**config.mk**
```make
export PLATFORM = sky130hd
export DESIGN_NAME = seg_scan_ctrl
export DESIGN_NICKNAME = d
export VERILOG_FILES = /design/src/rtl/seg_scan_ctrl.sv
export SDC_FILE = /design/constraint.sdc
export NUM_CORES = 1
export LEC_CHECK = 0
export ABC_AREA = 1
export CORE_MARGIN = 5
export CORE_UTILIZATION = 25
export DETAILED_ROUTE_END_ITERATION = 16
export GPL_ROUTABILITY_DRIVEN = 1
export PLACE_DENSITY = 0.5
export SLEW_MARGIN = 40
export SYNTH_ARGS = -nofsm -noshare
export SYNTH_HDL_FRONTEND = slang
export SYNTH_SLANG_ARGS = --single-unit
```
**constraint.sdc**
```tcl
create_clock -name clk -period 1.6 [get_ports clk]
set_input_delay 0.16 -clock clk [delete_from_list [all_inputs] [get_ports clk]]
set_output_delay 0.16 -clock clk [all_outputs]
set_load 0.05 [all_outputs]
```
**src/rtl/seg_scan_ctrl.sv**
```systemverilog
// seg_scan_ctrl: time-multiplexed scan controller for a common-anode 7-segment
// display. It steps through the digits one slot at a time. Each slot opens with a
// short all-off window so the previous digit does not ghost onto the next one.
// Leading zeros can be suppressed, and invalid BCD digits are always blanked.
// A new display word is staged in a pending buffer. It is copied into the live
// word only at the frame boundary, so a frame never shows a mix of old and new.
module seg_scan_ctrl #(
  parameter int DIGITS      = 4,
  parameter int REFRESH_DIV = 1000,
  parameter int BLANK_CYC   = 8
) (
  input  logic                  clk,
  input  logic                  rst,
  input  logic                  load,
  input  logic [4*DIGITS-1:0]   bcd_in,
  input  logic                  lz_en,
  output logic [3:0]            bcd_out,
  output logic [DIGITS-1:0]     dig_en,
  output logic                  blank,
  output logic                  frame_done
);

  localparam int CNT_W = (REFRESH_DIV > 1) ? $clog2(REFRESH_DIV) : 1;
  localparam int IDX_W = $clog2(DIGITS);
  localparam logic [CNT_W-1:0] CNT_LAST  = CNT_W'(REFRESH_DIV - 1);
  localparam logic [CNT_W-1:0] BLANK_END = CNT_W'(BLANK_CYC);
  localparam logic [IDX_W-1:0] IDX_LAST  = IDX_W'(DIGITS - 1);

  typedef enum logic {
    PH_BLANK = 1'b0,
    PH_SHOW  = 1'b1
  } phase_e;

  logic [CNT_W-1:0]    cnt_q, cnt_d;
  logic [IDX_W-1:0]    idx_q, idx_d;
  logic [4*DIGITS-1:0] disp_q, disp_d;
  logic [4*DIGITS-1:0] pend_q, pend_d;
  logic                pend_v_q, pend_v_d;
  logic [3:0]          bcd_out_q, bcd_out_d;
  logic [DIGITS-1:0]   dig_en_q, dig_en_d;
  logic                blank_q, blank_d;
  logic                frame_done_q, frame_done_d;

  phase_e              phase;
  logic                slot_end;
  logic                frame_end;
  logic [3:0]          cur_digit;
  logic                upper_zero;
  logic                sup;

  // Slot phase and slot/frame boundaries, decoded from the current counter position
  always_comb begin
    phase     = (cnt_q < BLANK_END) ? PH_BLANK : PH_SHOW;
    slot_end  = (cnt_q == CNT_LAST);
    frame_end = slot_end && (idx_q == IDX_LAST);
  end

  // Suppression: invalid BCD, or a leading zero when this digit and all above it are 0
  always_comb begin
    cur_digit  = disp_q[{idx_q, 2'b00} +: 4];
    upper_zero = 1'b1;
    for (int k = 0; k < DIGITS; k++) begin
      if ((k >= int'(idx_q)) && (disp_q[4*k +: 4] != 4'd0)) begin
        upper_zero = 1'b0;
      end
    end
    sup = (cur_digit > 4'd9) || (lz_en && (idx_q != '0) && upper_zero);
  end

  // Next-state for the counters and the buffers; a load at the frame edge stays pending
  always_comb begin
    cnt_d    = slot_end ? '0 : cnt_q + 1'b1;
    idx_d    = idx_q;
    disp_d   = disp_q;
    pend_d   = pend_q;
    pend_v_d = pend_v_q;
    if (slot_end) begin
      idx_d = (idx_q == IDX_LAST) ? '0 : idx_q + 1'b1;
    end
    if (frame_end && pend_v_q) begin
      disp_d   = pend_q;
      pend_v_d = 1'b0;
    end
    if (load) begin
      pend_d   = bcd_in;
      pend_v_d = 1'b1;
    end
  end

  // Next values of the registered display outputs, taken from the pre-edge position
  always_comb begin
    bcd_out_d    = cur_digit;
    frame_done_d = frame_end;
    dig_en_d     = '0;
    blank_d      = 1'b1;
    if (phase == PH_SHOW) begin
      dig_en_d = {{(DIGITS-1){1'b0}}, 1'b1} << idx_q;
      blank_d  = sup;
    end
  end

  // All state and output registers; reset aborts any slot and clears both buffers
  always_ff @(posedge clk) begin
    if (rst) begin
      cnt_q        <= '0;
      idx_q        <= '0;
      disp_q       <= '0;
      pend_q       <= '0;
      pend_v_q     <= 1'b0;
      bcd_out_q    <= 4'd0;
      dig_en_q     <= '0;
      blank_q      <= 1'b1;
      frame_done_q <= 1'b0;
    end else begin
      cnt_q        <= cnt_d;
      idx_q        <= idx_d;
      disp_q       <= disp_d;
      pend_q       <= pend_d;
      pend_v_q     <= pend_v_d;
      bcd_out_q    <= bcd_out_d;
      dig_en_q     <= dig_en_d;
      blank_q      <= blank_d;
      frame_done_q <= frame_done_d;
    end
  end

  assign bcd_out    = bcd_out_q;
  assign dig_en     = dig_en_q;
  assign blank      = blank_q;
  assign frame_done = frame_done_q;

endmodule

```
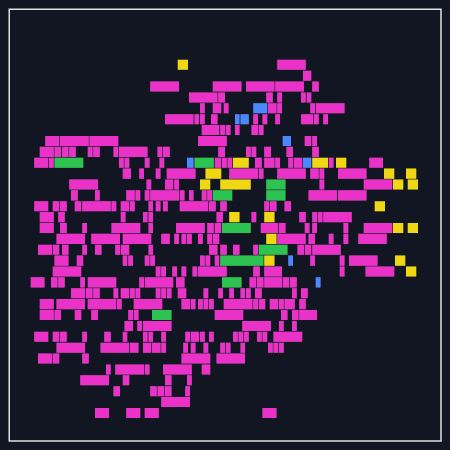
Fig. 1. Cell sizes after repair (run 1).
Drawn at 4 px/um.
yellow -> drive 3 to 4  # cells 20, share 5.6%
blue -> drive 2  # cells 8, share 2.2%
green -> drive 6 and up  # cells 10, share 2.8%
magenta -> drive 1 or less  # cells 320, share 89%
Non-Clock Buffer Count: 38
worst setup margin: 0.112 ns
final instance area: 2970 um2
Area Growth Syn to Fin: 24.9%

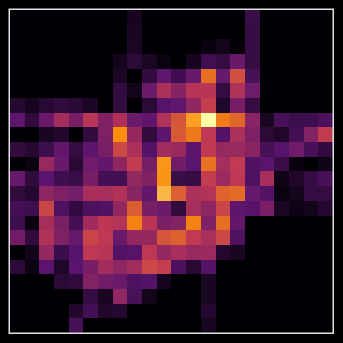
Fig. 2. Routed metal per tile (run 1).
Drawn at 3 px/um. 22 x 22 tiles, from black (low) to pale yellow (high), scaled to the fullest tile. Values are wire area over tile area, all layers added.
densest ninth of the die = centre
emptiest ninth of the die = south-east
nearly empty tiles = 42%
fullest tile = 0.41
tiles over half the peak = 8.5%
Routed WL per cell: 10.7 um
Routed WL: 5220 um
vias: 2,028
All-Layer GR Usage: 9.62%

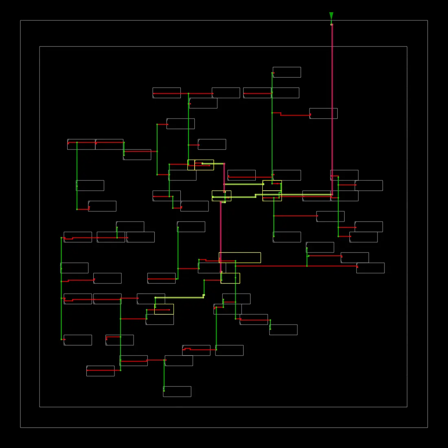
Fig. 3. Clock routing (run 1).
CLK BUF: 6
clk sinks: 55

==> impl_metrics.py, run 1 <==
# Generated from Yosys and OpenROAD reports
metrics = {
    "logic_synthesis": {
        "fp_nets": 351,
        "synth.top_cell.area_share_pct": 46.3,
        "yosys-stat-area_um2": 2380,
        "ys_sh_simple_pct": 25.0,
        "ff_type": "dfxtp_1",
        "ys.warnings.count": 0,
        "ys_sh_xor_pct": 0.368,
        "synthDistinctLibCells": 27,
        "yosys_cells": 326,
        "topCellsByArea": "dfxtp_1, inv_1, nand2_1",
        "yosys.area_share.adder_pct": 2.63,
        "postSynthCellCount": 326,
        "syn_avg_cell_area_um2": 7.30,
        "ys_seq_share_pct": 46.3,
        "ys_sh_aoi_pct": 13.4,
        "synth.logic.top_family": "simple AND/OR/NAND/NOR gates",
    },
    "routing": {
        "route.detailed.drc": 0,
        "drt-pass1-iter-count": 4,
    },
    "final_layout": {
        "logic_gate_count": 197,
        "final_core_util_pct": 32.2,
        "sh_comb_area_pct": 33.5,
        "clkCellAreaFrac_pct": 3.96,
        "layoutNonFillerInstCount": 487,
        "drive_above_1_share_pct": 10.6,
        "seq_cells": 55,
        "buffer_area_share_pct": 12.5,
        "final_cell_mix": "inv_1, dfxtp_1, nand2_1, nor2_1, a21oi_1",
        "seqCellArea_um2": 1100,
        "inv_count": 60,
        "layout.nets": 382,
    },
    "global_route": {
        "grtUsageMet3_pct": 1.98,
        "grt_pass1_wl_um": 9140,
        "grt_max_degree": 34,
        "grt_busiest_layer": "met1",
        "grt_util_met2_pct": 13.5,
        "antenna_found_initial": 0,
        "grt_pass1_vias": 1904,
        "globalRoute.totalOverflow": 0,
        "use_met1_pct": 14.4,
    },
    "critical_path": {
        "r2r_setup_slack_ns": 0.11,
        "cp_data_required_time_ns": 1.81,
        "slowest_stage": "dfxtp_1",
        "r2r_start": "cnt_q[0]$_SDFF_PP0_",
        "r2r.worst_path.cells": 9,
        "slowest_delay_ns": 0.38,
        "cp_num_buf_inv": 2,
        "crit_family": "simple AND/OR/NAND/NOR gates",
    },
    "placement": {
        "hpwl_um": 3790,
        "place_inst": 478,
        "dpl-instance-area_um2": 2820,
        "post-place-ws_ns": 0.0309,
        "gp_congestion": 0.732,
    },
    "floorplanning": {
        "num_rows": 35,
        "pin_count": 30,
        "fp_util_pct": 25.7,
        "die-height_um": 108,
        "chipWidth_um": 108,
        "core-area_um2": 9240,
    },
    "sta": {
        "fmax_mhz": 672,
        "hold_ws_ns": 0.466,
        "tightestPinTransition_ns": 0.342,
        "relSlewSlack_pct": 77.1,
        "rsz0062_at_grt": "yes",
        "setup_viol": 0,
        "tns_ns": 0,
        "period_used_pct": 93.0,
    },
    "clocking": {
        "cts_buffer_depth": 2,
        "path_clk_slew_ns": 0.10,
        "cts_tree": "yes",
        "clk_latency_ns": 0.30,
        "ctsHtreeMaxLevel": 2,
        "cts-root-buf": "clkbuf_8",
    },
    "run": {
        "drv_cap": 0,
        "warning_count": 30,
    },
    "pwr": {
        "p_per_area_nw_per_um2": 858,
        "p_leak_nw": 1.23,
        "worst_ir_drop_vdd_mv": 0.394,
        "power_mw": 2.55,
    },
    "min_path": {
        "min_to": "pend_q[14]$_SDFFE_PP0P_",
    },
    "status": {
        "status": "finished clean",
    },
}
==> run 1: Yosys cell counts, types with 2 or more instances <==
| cell type | instances |
|---|---|
| nand2_1 | 53 |
| nand4_1 | 21 |
| buf_2 | 2 |
| inv_1 | 56 |
| ha_1 | 5 |
| inv_2 | 3 |
| nor2_4 | 2 |
| nor3_1 | 3 |
| dfxtp_1 | 55 |
| nand3_1 | 7 |
| clkbuf_1 | 9 |
| o21ai_0 | 27 |
| a21oi_1 | 34 |
| nor2_1 | 36 |
==> run 1: layer usage <==
layer  wire (um)  share of wire (%)
met4          70                1.3
met2        2080                 40
met5           0                  0
met3         234                4.5
met1        2840                 54
==> run 1: where the power goes <==
| part | internal (mW) | total, mW | switching, mW | leakage, nW |
|---|---|---|---|---|
| Sequential | 1.40 | 1.42 | 0.0128 | 0.448 |
| Combinational | 0.0836 | 0.171 | 0.0871 | 0.718 |
| Clock | 0.507 | 0.962 | 0.455 | 0.0612 |
| Total | 1.99 | 2.55 | 0.555 | 1.23 |
==> run 1: worst max-delay path by stage <==
| stage | start | cells after the start | endpoint | slack [ns] |
|---|---|---|---|---|
| after floorplan | idx_q[0]$_SDFFE_PP0N_ | 6 | disp_q[10]$_SDFFE_PP0P_ | 0.03 |
| after global placement | cnt_q[0]$_SDFF_PP0_ | 8 | disp_q[8]$_SDFFE_PP0P_ | 0.06 |
| after detailed placement | cnt_q[0]$_SDFF_PP0_ | 8 | disp_q[8]$_SDFFE_PP0P_ | 0.03 |
| after CTS | cnt_q[0]$_SDFF_PP0_ | 8 | disp_q[8]$_SDFFE_PP0P_ | 0.02 |
| after global routing | cnt_q[0]$_SDFF_PP0_ | 9 | disp_q[8]$_SDFFE_PP0P_ | -0.01 |
| final | cnt_q[0]$_SDFF_PP0_ | 9 | disp_q[8]$_SDFFE_PP0P_ | 0.11 |
Fig. 4: run 1, the metal 3 layer
Drawn at 4 px/um.
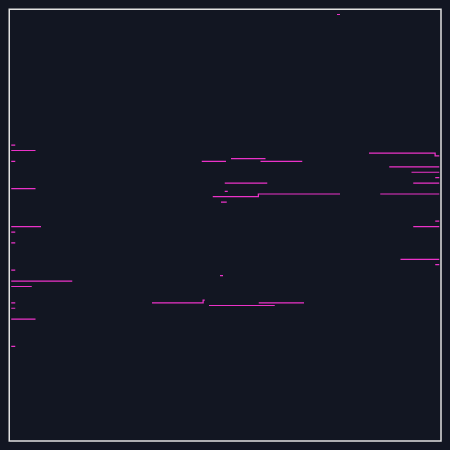

==> run 2, diff against run 1 <==
--- a/config.mk
+++ b/config.mk
@@ -11,6 +11,7 @@
 export DETAILED_ROUTE_END_ITERATION = 16
 export GPL_ROUTABILITY_DRIVEN = 1
 export PLACE_DENSITY = 0.5
+export REMOVE_ABC_BUFFERS = 1
 export SLEW_MARGIN = 40
 export SYNTH_ARGS = -nofsm -noshare
 export SYNTH_HDL_FRONTEND = slang
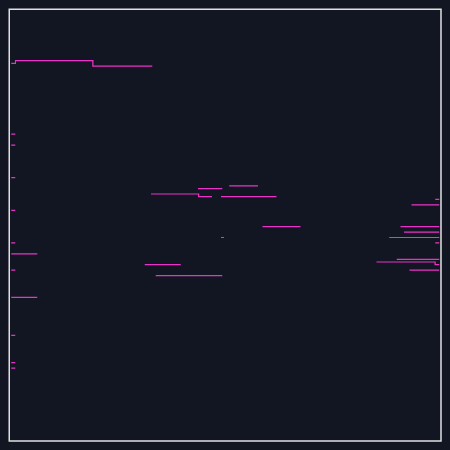
Fig. 5. The metal 3 layer (run 2).
Drawn at 4 px/um.
main direction = horizontal
longest straight run = 19.3 um

==> run 2 against run 1 <==
Against the previous run:
- clock skew rose by 0.0010 ns
- sequential power barely moved
- sequential cell count did not move
- count of clock-buffer cells in the layout did not move
- largest cell class unchanged
==> impl_metrics.py, run 2 <==
# Generated from Yosys and OpenROAD reports
metrics = {
    "status": {
        "status": "finished clean",
    },
    "routing": {
        "wl_met3_um": 203,
        "top_layer": "met4",
        "routed_wl_um": 5030,
        "route.met2.wl_um": 2100,
        "route.detailed.drc": 0,
        "wl_met1_um": 2670,
        "vias": 2005,
    },
    "logic_synthesis": {
        "synthDistinctLibCells": 27,
        "synth.top_cell.area_share_pct": 46.3,
        "ys.warnings.count": 0,
        "yosys-stat-area_um2": 2380,
        "yosysMostFrequentCell": "inv_1",
        "topCellsByArea": "dfxtp_1, inv_1, nand2_1",
        "yosys_cells": 326,
        "postSynthCellCount": 326,
        "common_cells": "inv_1, dfxtp_1, nand2_1",
    },
    "pwr": {
        "power_mw": 2.53,
        "p_leak_nw": 1.22,
        "worst_ir_drop_vdd_mv": 0.444,
        "p_per_area_nw_per_um2": 861,
    },
    "global_route": {
        "globalRoute.totalOverflow": 0,
        "grt_util_met2_pct": 14.4,
        "grt_use_total_pct": 9.35,
        "grt_pass1_wl_um": 8770,
        "antenna_found_initial": 0,
        "grt_max_degree": 34,
        "grt_pass1_vias": 1873,
        "grt_busiest_layer": "met2",
        "grtUsageMet3_pct": 2.28,
        "use_met1_pct": 13.1,
    },
    "clocking": {
        "cts_buffer_depth": 2,
        "cts_sinks": 55,
        "ctsHtreeMaxLevel": 2,
        "path_clk_slew_ns": 0.10,
        "cts-root-buf": "clkbuf_8",
        "cts_tree": "yes",
    },
    "critical_path": {
        "r2r_start": "cnt_q[1]$_SDFF_PP0_",
        "cp_data_required_time_ns": 1.79,
        "r2r.worst_path.cells": 6,
        "slowest_stage": "dfxtp_1",
    },
    "sta": {
        "setup_ws_ns": 0.151,
        "setup_viol": 0,
        "hold_ws_ns": 0.441,
        "tightestPinTransition_ns": 0.328,
        "relSlewSlack_pct": 78.0,
        "rsz0062_at_grt": "no",
        "period_used_pct": 90.5,
    },
    "min_path": {
        "min_to": "cnt_q[0]$_SDFF_PP0_",
    },
    "final_layout": {
        "final_cell_mix": "inv_1, dfxtp_1, nand2_1, nor2_1, a21oi_1",
        "drive_above_1_share_pct": 10.1,
        "layout.nets": 381,
        "layoutNonFillerInstCount": 486,
        "final_core_util_pct": 31.8,
        "design_area_um2": 2940,
    },
    "floorplanning": {
        "num_rows": 35,
        "fp_util_pct": 25.7,
        "pin_count": 30,
        "core-area_um2": 9240,
        "die-height_um": 108,
        "chipWidth_um": 108,
    },
    "placement": {
        "post-place-ws_ns": 0.154,
        "hpwl_um": 3620,
        "place_inst": 478,
        "dpl-instance-area_um2": 2820,
    },
    "run": {
        "warning_count": 28,
        "drv_cap": 0,
    },
}
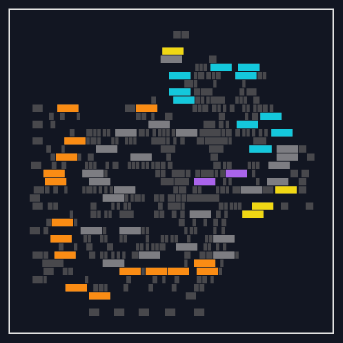
Fig. 6. Register map, names as in the netlist (run 2).
Drawn at 3 px/um. Other sequential cells in the stronger grey, the rest of the logic in the fainter grey.
orange -> pend_q  # sequential cells 16
purple -> idx_q  # sequential cells 2
yellow -> bcd_out  # sequential cells 4
cyan -> cnt_q  # sequential cells 10
not coloured = 23

-- run 2: cell counts after synthesis --
Identical to the previous run, type by type.
-- run 2: worst max-delay path by stage --
| stage | start | endpoint | slack [ns] | cells after the start |
|---|---|---|---|---|
| after floorplan | idx_q[0]$_SDFFE_PP0N_ | disp_q[0]$_SDFFE_PP0P_ | -0.07 | 5 |
| after global placement | cnt_q[0]$_SDFF_PP0_ | cnt_q[6]$_SDFF_PP0_ | 0.15 | 6 |
| after detailed placement | cnt_q[0]$_SDFF_PP0_ | cnt_q[6]$_SDFF_PP0_ | 0.15 | 6 |
| after CTS | cnt_q[0]$_SDFF_PP0_ | cnt_q[6]$_SDFF_PP0_ | 0.12 | 6 |
| after global routing | cnt_q[1]$_SDFF_PP0_ | disp_q[8]$_SDFFE_PP0P_ | 0.001 | 7 |
| final | cnt_q[1]$_SDFF_PP0_ | cnt_q[6]$_SDFF_PP0_ | 0.15 | 6 |
-- run 2: power breakdown --
group          leakage (nW)  switching [mW]  internal (mW)
Combinational         0.706          0.0859         0.0817
Clock                0.0612           0.440          0.507
Sequential            0.448          0.0137           1.40
Total                  1.22           0.540           1.99
-- run 2: final cells by class --
cell class | count | share of cell area (%)
Timing Repair Buffer | 37 | 11.9
Multi-Input combinational cell | 197 | 33.5
Sequential cell | 55 | 37.5
Tap cell | 129 | 5.48
Inverter | 60 | 7.65
Clock inverter | 2 | 1.19
Clock buffer | 6 | 2.81
-- run 2: worst max-delay path: cells and delay by family (launching register included) --
family        cells  cell delay (ns)
simple gates      5             0.77
flops             1             0.38
fa+ha+maj         1             0.18
-- run 2: kinds of logic after synthesis --
logic type	share of synthesized area, %
fa+ha+maj	2.63
buf+inv	12.3
compound gates	13.4
xor+xnor	0.368
flops	46.3
simple gates	25.0
Fig. 7: run 2, cell sizes after repair
Drawn at 4 px/um.
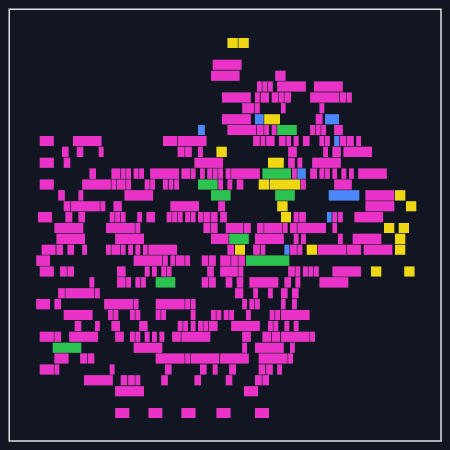

==> run 3, diff against run 2 <==
--- a/config.mk
+++ b/config.mk
@@ -11,8 +11,8 @@
 export DETAILED_ROUTE_END_ITERATION = 16
 export GPL_ROUTABILITY_DRIVEN = 1
 export PLACE_DENSITY = 0.5
-export REMOVE_ABC_BUFFERS = 1
 export SLEW_MARGIN = 40
 export SYNTH_ARGS = -nofsm -noshare
 export SYNTH_HDL_FRONTEND = slang
 export SYNTH_SLANG_ARGS = --single-unit
+export TNS_END_PERCENT = 1
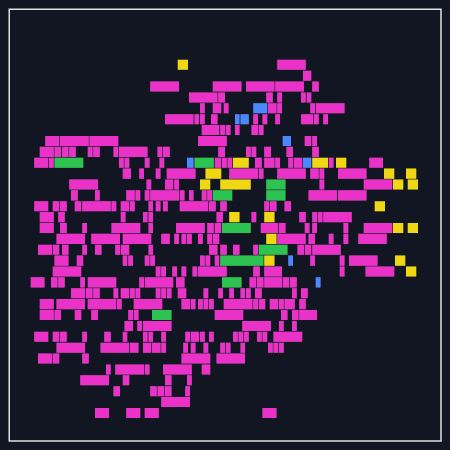
Fig. 8. Cell sizes after repair (run 3).
Drawn at 4 px/um.
magenta -> drive 1 or less  # cells 320, share 89%
yellow -> drive 3 to 4  # cells 20, share 5.6%
green -> drive 6 and up  # cells 10, share 2.8%
blue -> drive 2  # cells 8, share 2.2%

==> run 3 against run 2 <==
Against the previous run:
- count of clock-buffer cells in the layout did not move
- critical path depth up 3
- power up 0.69%
- synthesized area unchanged
- global-route usage increased by 0.27 points
- final area is 0.98% higher
- first-iteration DRC count increased by 86%
- worst setup slack got worse by 0.039 ns
- clock skew down 0.00085 ns
- final cell count is 0.21% higher
- utilization rose by 0.31 points
==> impl_metrics.py, run 3 <==
# Generated from Yosys and OpenROAD reports
metrics = {
    "min_path": {
        "min_path_type": "input port to flop",
    },
    "clocking": {
        "ctsHtreeMaxLevel": 2,
        "clk_latency_ns": 0.30,
        "cts_inserted_buffers": 5,
        "path_clk_slew_ns": 0.10,
        "hold_buffers": 0,
        "cts-root-buf": "clkbuf_8",
        "cts_sinks": 55,
        "cts_tree": "yes",
        "cts_buffer_depth": 2,
    },
    "logic_synthesis": {
        "yosys-stat-area_um2": 2380,
        "ys_sh_simple_pct": 25.0,
        "mux_share_pct": 0,
        "ys_seq_share_pct": 46.3,
        "ys_sh_aoi_pct": 13.4,
        "yosys_cells": 326,
        "synth.logic.top_family": "simple AND/OR/NAND/NOR gates",
        "topCellsByArea": "dfxtp_1, inv_1, nand2_1",
        "synth.top_cell.area_share_pct": 46.3,
        "syn_area_um2": 2380,
        "ys_sh_xor_pct": 0.368,
        "yosys.area_share.adder_pct": 2.63,
        "common_cells": "inv_1, dfxtp_1, nand2_1",
        "fp_nets": 351,
        "ys.warnings.count": 0,
        "synthDistinctLibCells": 27,
        "postSynthCellCount": 326,
        "yosysMostFrequentCell": "inv_1",
    },
    "pwr": {
        "p_leak_nw": 1.23,
        "power_mw": 2.55,
        "p_per_area_nw_per_um2": 858,
        "worst_ir_drop_vdd_mv": 0.394,
    },
    "critical_path": {
        "worst-path-max-fanout": 17,
        "cp_data_required_time_ns": 1.81,
    },
    "routing": {
        "route.detailed.drc": 0,
        "drt-pass1-iter-count": 4,
    },
    "sta": {
        "tightestPinTransition_ns": 0.341,
        "hold_ws_ns": 0.465,
        "setup_ws_ns": 0.112,
        "setup_viol": 0,
        "tns_ns": 0,
        "fmax_mhz": 672,
        "finalMaxSlewViolations": 0,
        "relSlewSlack_pct": 77.1,
        "period_used_pct": 93.0,
        "rsz0062_at_grt": "yes",
    },
    "global_route": {
        "grt_pass1_vias": 1904,
        "grt_max_degree": 34,
        "grt_use_total_pct": 9.62,
        "grt_pass1_wl_um": 9140,
        "antenna_found_initial": 0,
    },
    "final_layout": {
        "final_core_util_pct": 32.2,
        "drive_above_1_share_pct": 10.6,
        "layoutNonFillerInstCount": 487,
        "lay_top_count": "inv_1",
        "final_cell_mix": "inv_1, dfxtp_1, nand2_1, nor2_1, a21oi_1",
        "design_area_um2": 2970,
        "area_growth_syn_to_layout_pct": 24.9,
    },
    "run": {
        "drv_cap": 0,
    },
    "placement": {
        "post-place-ws_ns": 0.0309,
        "dpl-instance-area_um2": 2820,
        "hpwl_um": 3790,
        "place_inst": 478,
    },
    "floorplanning": {
        "core-area_um2": 9240,
        "die-height_um": 108,
        "pin_count": 30,
        "num_rows": 35,
        "fp_util_pct": 25.7,
    },
    "status": {
        "status": "finished clean",
    },
}
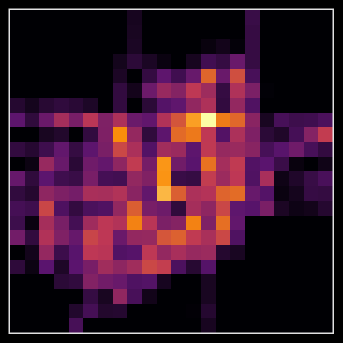
Fig. 9. Routed metal per tile (run 3).
Drawn at 3 px/um. 22 x 22 tiles, from black (low) to pale yellow (high), scaled to the fullest tile. Values are wire area over tile area, all layers added.
tiles over half the peak = 8.5%
nearly empty tiles = 42%
densest ninth of the die = centre
mean over tiles = 0.071
Routed WL per cell: 10.7 um
Routed WL: 5230 um
vias: 2,026

## run 3: worst paths after layout
path,start,to,slack (ns),cells past startpoint
max reg2reg,cnt_q[0]$_SDFF_PP0_,disp_q[8]$_SDFFE_PP0P_,0.11,9
min,bcd_in[14],pend_q[14]$_SDFFE_PP0P_,0.47,3
min reg2reg,pend_q[3]$_SDFFE_PP0P_,pend_q[3]$_SDFFE_PP0P_,0.47,2
max,cnt_q[0]$_SDFF_PP0_,disp_q[8]$_SDFFE_PP0P_,0.11,9
## run 3: kinds of logic after synthesis
group,count (synthesis)
fa+ha+maj,5
compound gates,63
buf+inv,74
simple gates,128
flops,55
xor+xnor,1
## run 3: timing repair
item / CTS / global route
endpoints found under the setup margin: 0 / 19
resized: 0 / 3
setup buffers: 0 / 1
## run 3: report_power, final
| group | leakage [nW] | internal (mW) | total (mW) | switching [mW] |
|---|---|---|---|---|
| Sequential | 0.448 | 1.40 | 1.42 | 0.0128 |
| Combinational | 0.718 | 0.0836 | 0.171 | 0.0871 |
| Clock | 0.0612 | 0.507 | 0.963 | 0.456 |
## run 3: worst max-delay path, cell delays in order (launching register included)
cell and delay [ns]:
dfxtp_1 0.38, ha_1 0.17, nand2_1 0.11, inv_1 0.09, nand3_1 0.11, nor2_4 0.15, buf_12 0.15, nand4_1 0.10
nand2_1 0.09, nor2_1 0.04
## run 3: final cells by class
type	count	area (um2)
Clock buffer	6	82.6
Clock inverter	2	35.0
Fill cell	1015	6270
Inverter	60	225
Multi-Input combinational cell	197	996
Sequential cell	55	1100
Tap cell	129	161
Timing Repair Buffer	38	370
## run 3: metal layers
layer	share of wire, %	vias to the layer above	global-route usage (%)
li1	-	1101	-
met1	54	875	14.4
met2	40	43	13.5
met3	4.5	7	1.98
met4	1.3	0	3.25
met5	0	-	0
No activity file was given, so power comes from the tool's default toggle rates.
